**Clock routing**

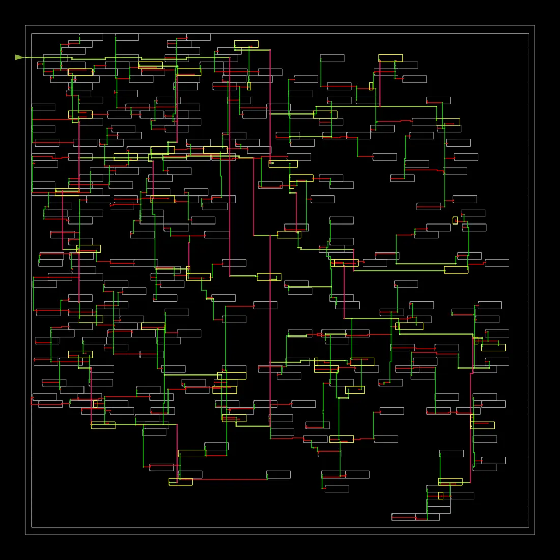
**Wiring by layer**

Only two layers are drawn.
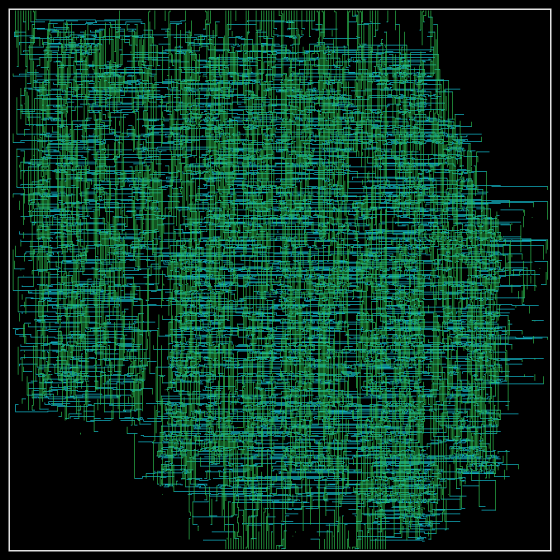
## src/rtl/simt_warp_scheduler.sv

```systemverilog
// Round-robin SIMT warp scheduler: tracks per-slot IDLE/READY/PENDING state with PC and
// active mask, and offers one eligible warp per cycle to the fetch stage.

package pkg_opengpu;
    localparam int unsigned WARP_ID_WIDTH = 2;
    localparam int unsigned DATA_WIDTH    = 32;
    localparam int unsigned WARP_SIZE     = 32;
endpackage

module simt_warp_scheduler
    import pkg_opengpu::*;
#(
    parameter int unsigned NUM_WARPS = 4,
    parameter int unsigned PC_STEP   = 4
) (
    input  logic                     clk,
    input  logic                     rst_n,
    input  logic                     enable,
    input  logic                     launch_valid,
    input  logic [WARP_ID_WIDTH-1:0] launch_warp_id,
    input  logic [DATA_WIDTH-1:0]    launch_pc,
    input  logic [WARP_SIZE-1:0]     launch_mask,
    input  logic [NUM_WARPS-1:0]     stall_mask,
    input  logic                     issue_ack,
    input  logic                     release_valid,
    input  logic [WARP_ID_WIDTH-1:0] release_warp_id,
    input  logic                     selective_flush,
    input  logic [WARP_ID_WIDTH-1:0] flush_warp_id,
    input  logic [DATA_WIDTH-1:0]    correct_pc,
    input  logic                     exit_valid,
    input  logic [WARP_ID_WIDTH-1:0] exit_warp_id,
    output logic                     warp_valid,
    output logic [WARP_ID_WIDTH-1:0] warp_id,
    output logic [DATA_WIDTH-1:0]    warp_pc,
    output logic [WARP_SIZE-1:0]     warp_mask,
    output logic [NUM_WARPS-1:0]     active_warps,
    output logic                     busy
);

    typedef enum logic [1:0] {
        ST_IDLE    = 2'd0,
        ST_READY   = 2'd1,
        ST_PENDING = 2'd2
    } slot_state_e;

    slot_state_e                  state_q [NUM_WARPS];
    slot_state_e                  state_d [NUM_WARPS];
    logic [DATA_WIDTH-1:0]        pc_q    [NUM_WARPS];
    logic [DATA_WIDTH-1:0]        pc_d    [NUM_WARPS];
    logic [WARP_SIZE-1:0]         mask_q  [NUM_WARPS];
    logic [WARP_SIZE-1:0]         mask_d  [NUM_WARPS];
    logic [WARP_ID_WIDTH-1:0]     rr_ptr_q;
    logic [WARP_ID_WIDTH-1:0]     rr_ptr_d;

    logic                         sel_found;
    logic [WARP_ID_WIDTH-1:0]     sel_id;
    logic [WARP_ID_WIDTH-1:0]     cand;
    logic                         issue_fire;

    // State register
    always_ff @(posedge clk or negedge rst_n) begin
        if (!rst_n) begin
            for (int unsigned i = 0; i < NUM_WARPS; i++) begin
                state_q[i] <= ST_IDLE;
                pc_q[i]    <= '0;
                mask_q[i]  <= '0;
            end
            rr_ptr_q <= WARP_ID_WIDTH'(NUM_WARPS - 1);
        end else begin
            for (int unsigned i = 0; i < NUM_WARPS; i++) begin
                state_q[i] <= state_d[i];
                pc_q[i]    <= pc_d[i];
                mask_q[i]  <= mask_d[i];
            end
            rr_ptr_q <= rr_ptr_d;
        end
    end

    // Round-robin pick: scan from rr_ptr+1, wrapping back to rr_ptr itself last
    always_comb begin
        sel_found = 1'b0;
        sel_id    = '0;
        cand      = '0;
        for (int unsigned k = 1; k <= NUM_WARPS; k++) begin
            cand = rr_ptr_q + WARP_ID_WIDTH'(k);
            if (!sel_found && state_q[cand] == ST_READY && !stall_mask[cand]) begin
                sel_found = 1'b1;
                sel_id    = cand;
            end
        end
    end

    // Offer and status outputs
    always_comb begin
        warp_valid = enable & sel_found;
        warp_id    = '0;
        warp_pc    = '0;
        warp_mask  = '0;
        if (warp_valid) begin
            warp_id   = sel_id;
            warp_pc   = pc_q[sel_id];
            warp_mask = mask_q[sel_id];
        end
        for (int unsigned i = 0; i < NUM_WARPS; i++) begin
            active_warps[i] = (state_q[i] != ST_IDLE);
        end
        busy = |active_warps;
    end

    assign issue_fire = warp_valid & issue_ack;

    // Per-slot next state; event priority exit > flush > launch > release > issue
    always_comb begin
        rr_ptr_d = issue_fire ? sel_id : rr_ptr_q;
        for (int unsigned i = 0; i < NUM_WARPS; i++) begin
            state_d[i] = state_q[i];
            pc_d[i]    = pc_q[i];
            mask_d[i]  = mask_q[i];
            if (exit_valid && exit_warp_id == WARP_ID_WIDTH'(i)) begin
                state_d[i] = ST_IDLE;
            end else if (selective_flush && flush_warp_id == WARP_ID_WIDTH'(i)
                         && state_q[i] != ST_IDLE) begin
                state_d[i] = ST_READY;
                pc_d[i]    = correct_pc;
            end else if (launch_valid && launch_warp_id == WARP_ID_WIDTH'(i)
                         && state_q[i] == ST_IDLE) begin
                state_d[i] = ST_READY;
                pc_d[i]    = launch_pc;
                mask_d[i]  = launch_mask;
            end else if (release_valid && release_warp_id == WARP_ID_WIDTH'(i)
                         && state_q[i] == ST_PENDING) begin
                state_d[i] = ST_READY;
            end else if (issue_fire && sel_id == WARP_ID_WIDTH'(i)) begin
                state_d[i] = ST_PENDING;
                pc_d[i]    = pc_q[i] + DATA_WIDTH'(PC_STEP);
            end
        end
    end

endmodule

```

## config.mk

```make
export PLATFORM = sky130hd
export DESIGN_NAME = simt_warp_scheduler
export DESIGN_NICKNAME = d
export VERILOG_FILES = /design/src/rtl/simt_warp_scheduler.sv
export SDC_FILE = /design/constraint.sdc
export NUM_CORES = 1
export LEC_CHECK = 0
export CORE_MARGIN = 2
export CORE_UTILIZATION = 45
export CTS_BUF_LIST = sky130_fd_sc_hd__clkbuf_16
export CTS_CLUSTER_SIZE = 10
export DETAILED_ROUTE_END_ITERATION = 8
export GPL_TIMING_DRIVEN = 1
export HOLD_SLACK_MARGIN = 0.02
export PLACE_DENSITY = 0.75
export SLEW_MARGIN = 20
export SYNTH_ARGS = -nofsm -noshare
export SYNTH_HDL_FRONTEND = slang
export SYNTH_SLANG_ARGS = --single-unit
export TNS_END_PERCENT = 50
```

## constraint.sdc

```tcl
create_clock -name clk -period 2.97 [get_ports clk]
set_input_delay 0.297 -clock clk [delete_from_list [all_inputs] [get_ports clk]]
set_output_delay 0.297 -clock clk [all_outputs]
set_load 0.1 [all_outputs]
```

==> summary.txt <==
fresh numbers from the pnr run: Async SR Flop Fraction=100%, Iter 0 DRT Violations=between 2000 and 3000, Leak=9.28 nW, Worst Setup Start Kind=flip-flop, CTS tree=done, Area after DPL=0.0220 mm², metal3 WL=8.61 mm, Mapped Area=0.0166 mm², I/O pin cnt=between 150 and 200, post-cts resize count=85, Post-synth top flop=dfrtp_1, Die Size=0.0385 mm², CP required=about 2.7 ns, Final WS setup=-0.521 ns, P&R area growth vs syn=44.6%, P_comb=20.3 mW, Synth Warn #=0, WP buf/inv=5, Post-CTS Hold Buffers=1, top cells by count, synth=347 x nand2_1, 264 x dfrtp_1, 130 x nor2_1, FP Util=around 46%, WP data arrival=3.19 ns, ys cells=between 1500 and 2000, outcome=finished with violations, initial antenna violation count=2, fraction of layout cells with a size suffix above 1=a little under a third, CTS Buffer Depth=3, cell count after synthesis=1897, Remaining Overflow, GRT=0, Hold Vio Cnt, Final=0, CTS buffer count=34, slowest cell delay on critical path=0.44 ns, post-CTS setup buffer count=14, Internal Pwr Total=around 16 mW, RR Startpoint=state_q[1]$_DFFE_PN0P_, #FFs+latches synth=266, fin area=0.0240 mm², setup TNS=-26.57 ns, core area=~0.037 mm², post-synth top area cell=dfrtp_1, DRT Pass-1 Iters=8, peak supply drop=1.18 mV, sw power=15.4 mW, n_diodes=0, Max Cap Viol=0, final net count=roughly 2300, skew final=0.0326 ns, Late-Pin Clk Latency=roughly 0.56 ns, CP cell instances=nor3b_4, o211a_1, buf_4, nor3_4, buf_6, buf_12, buf_8, nand2_4, and3_4, a311oi_4, buf_12, part of the power in registers=22.1%, wire length on met1=25.7 mm, tool warnings=29, Seq share, synth=40.1%, Crit Path Class=flip-flop to output port, largest net degree at the start of global routing=77, Stages on worst setup path=11, first-pass GRT wire length=106 mm, crit path capture=warp_pc[14], failing checks=negative setup slack, Slew Limit Fails=0, Synth cell types=89, Min-Delay Path Class=input pin to asynchronous set/reset pin, Placed Cells=2558, final core occ=65.8%, Worst-path clk slew=roughly 0.06 ns, most frequent cell after synthesis=nand2_1, clk pwr=3.92 mW, clock power share=12.6%, via count=18251, Mean Syn Cell Area=8.76 µm², Worst Setup SP=state_q[6]$_DFFE_PN0P_, Crit path max-delay family=buffers and inverters, Final GP Congestion=1.02, final-report setup violation count=68, CTS Root Cell=clkbuf_16
About 'clock routing':
flop count: 266
clock buf count: 34

About 'wiring by layer':
Key: green = metal 2 [wire length 32.0 mm]; cyan = metal 1 [wire length 25.7 mm]
wire length per cell: 26.5 µm
GRT Total Usage: 35.4%

## routing by layer
layer	vias to the layer above	GRT usage [%]
met5	-	0
met4	4	16.5
met3	313	8.46
met2	1378	55.9
met1	8878	46.0
li1	7678	-
## layout make-up
| type | count | area, µm² |
|---|---|---|
| clock inverter | 16 | 159 |
| multi-input combinational | 1462 | 11000 |
| sequential | 266 | 6660 |
| clock buffer | 34 | 851 |
| fill | 2642 | 12500 |
| timing repair buffer | 377 | 4700 |
| inverter | 21 | 78.8 |
| tap | 468 | 586 |
## kinds of logic after synthesis
logic type      share of synthesized area (%)
buf+inv                                  4.28
compound gates                           23.4
mux                                      8.73
flops                                    40.1
xor+xnor                                 1.00
simple gates                             22.2
fa+ha+maj                               0.301
No activity file was given, so power comes from the tool's default toggle rates.
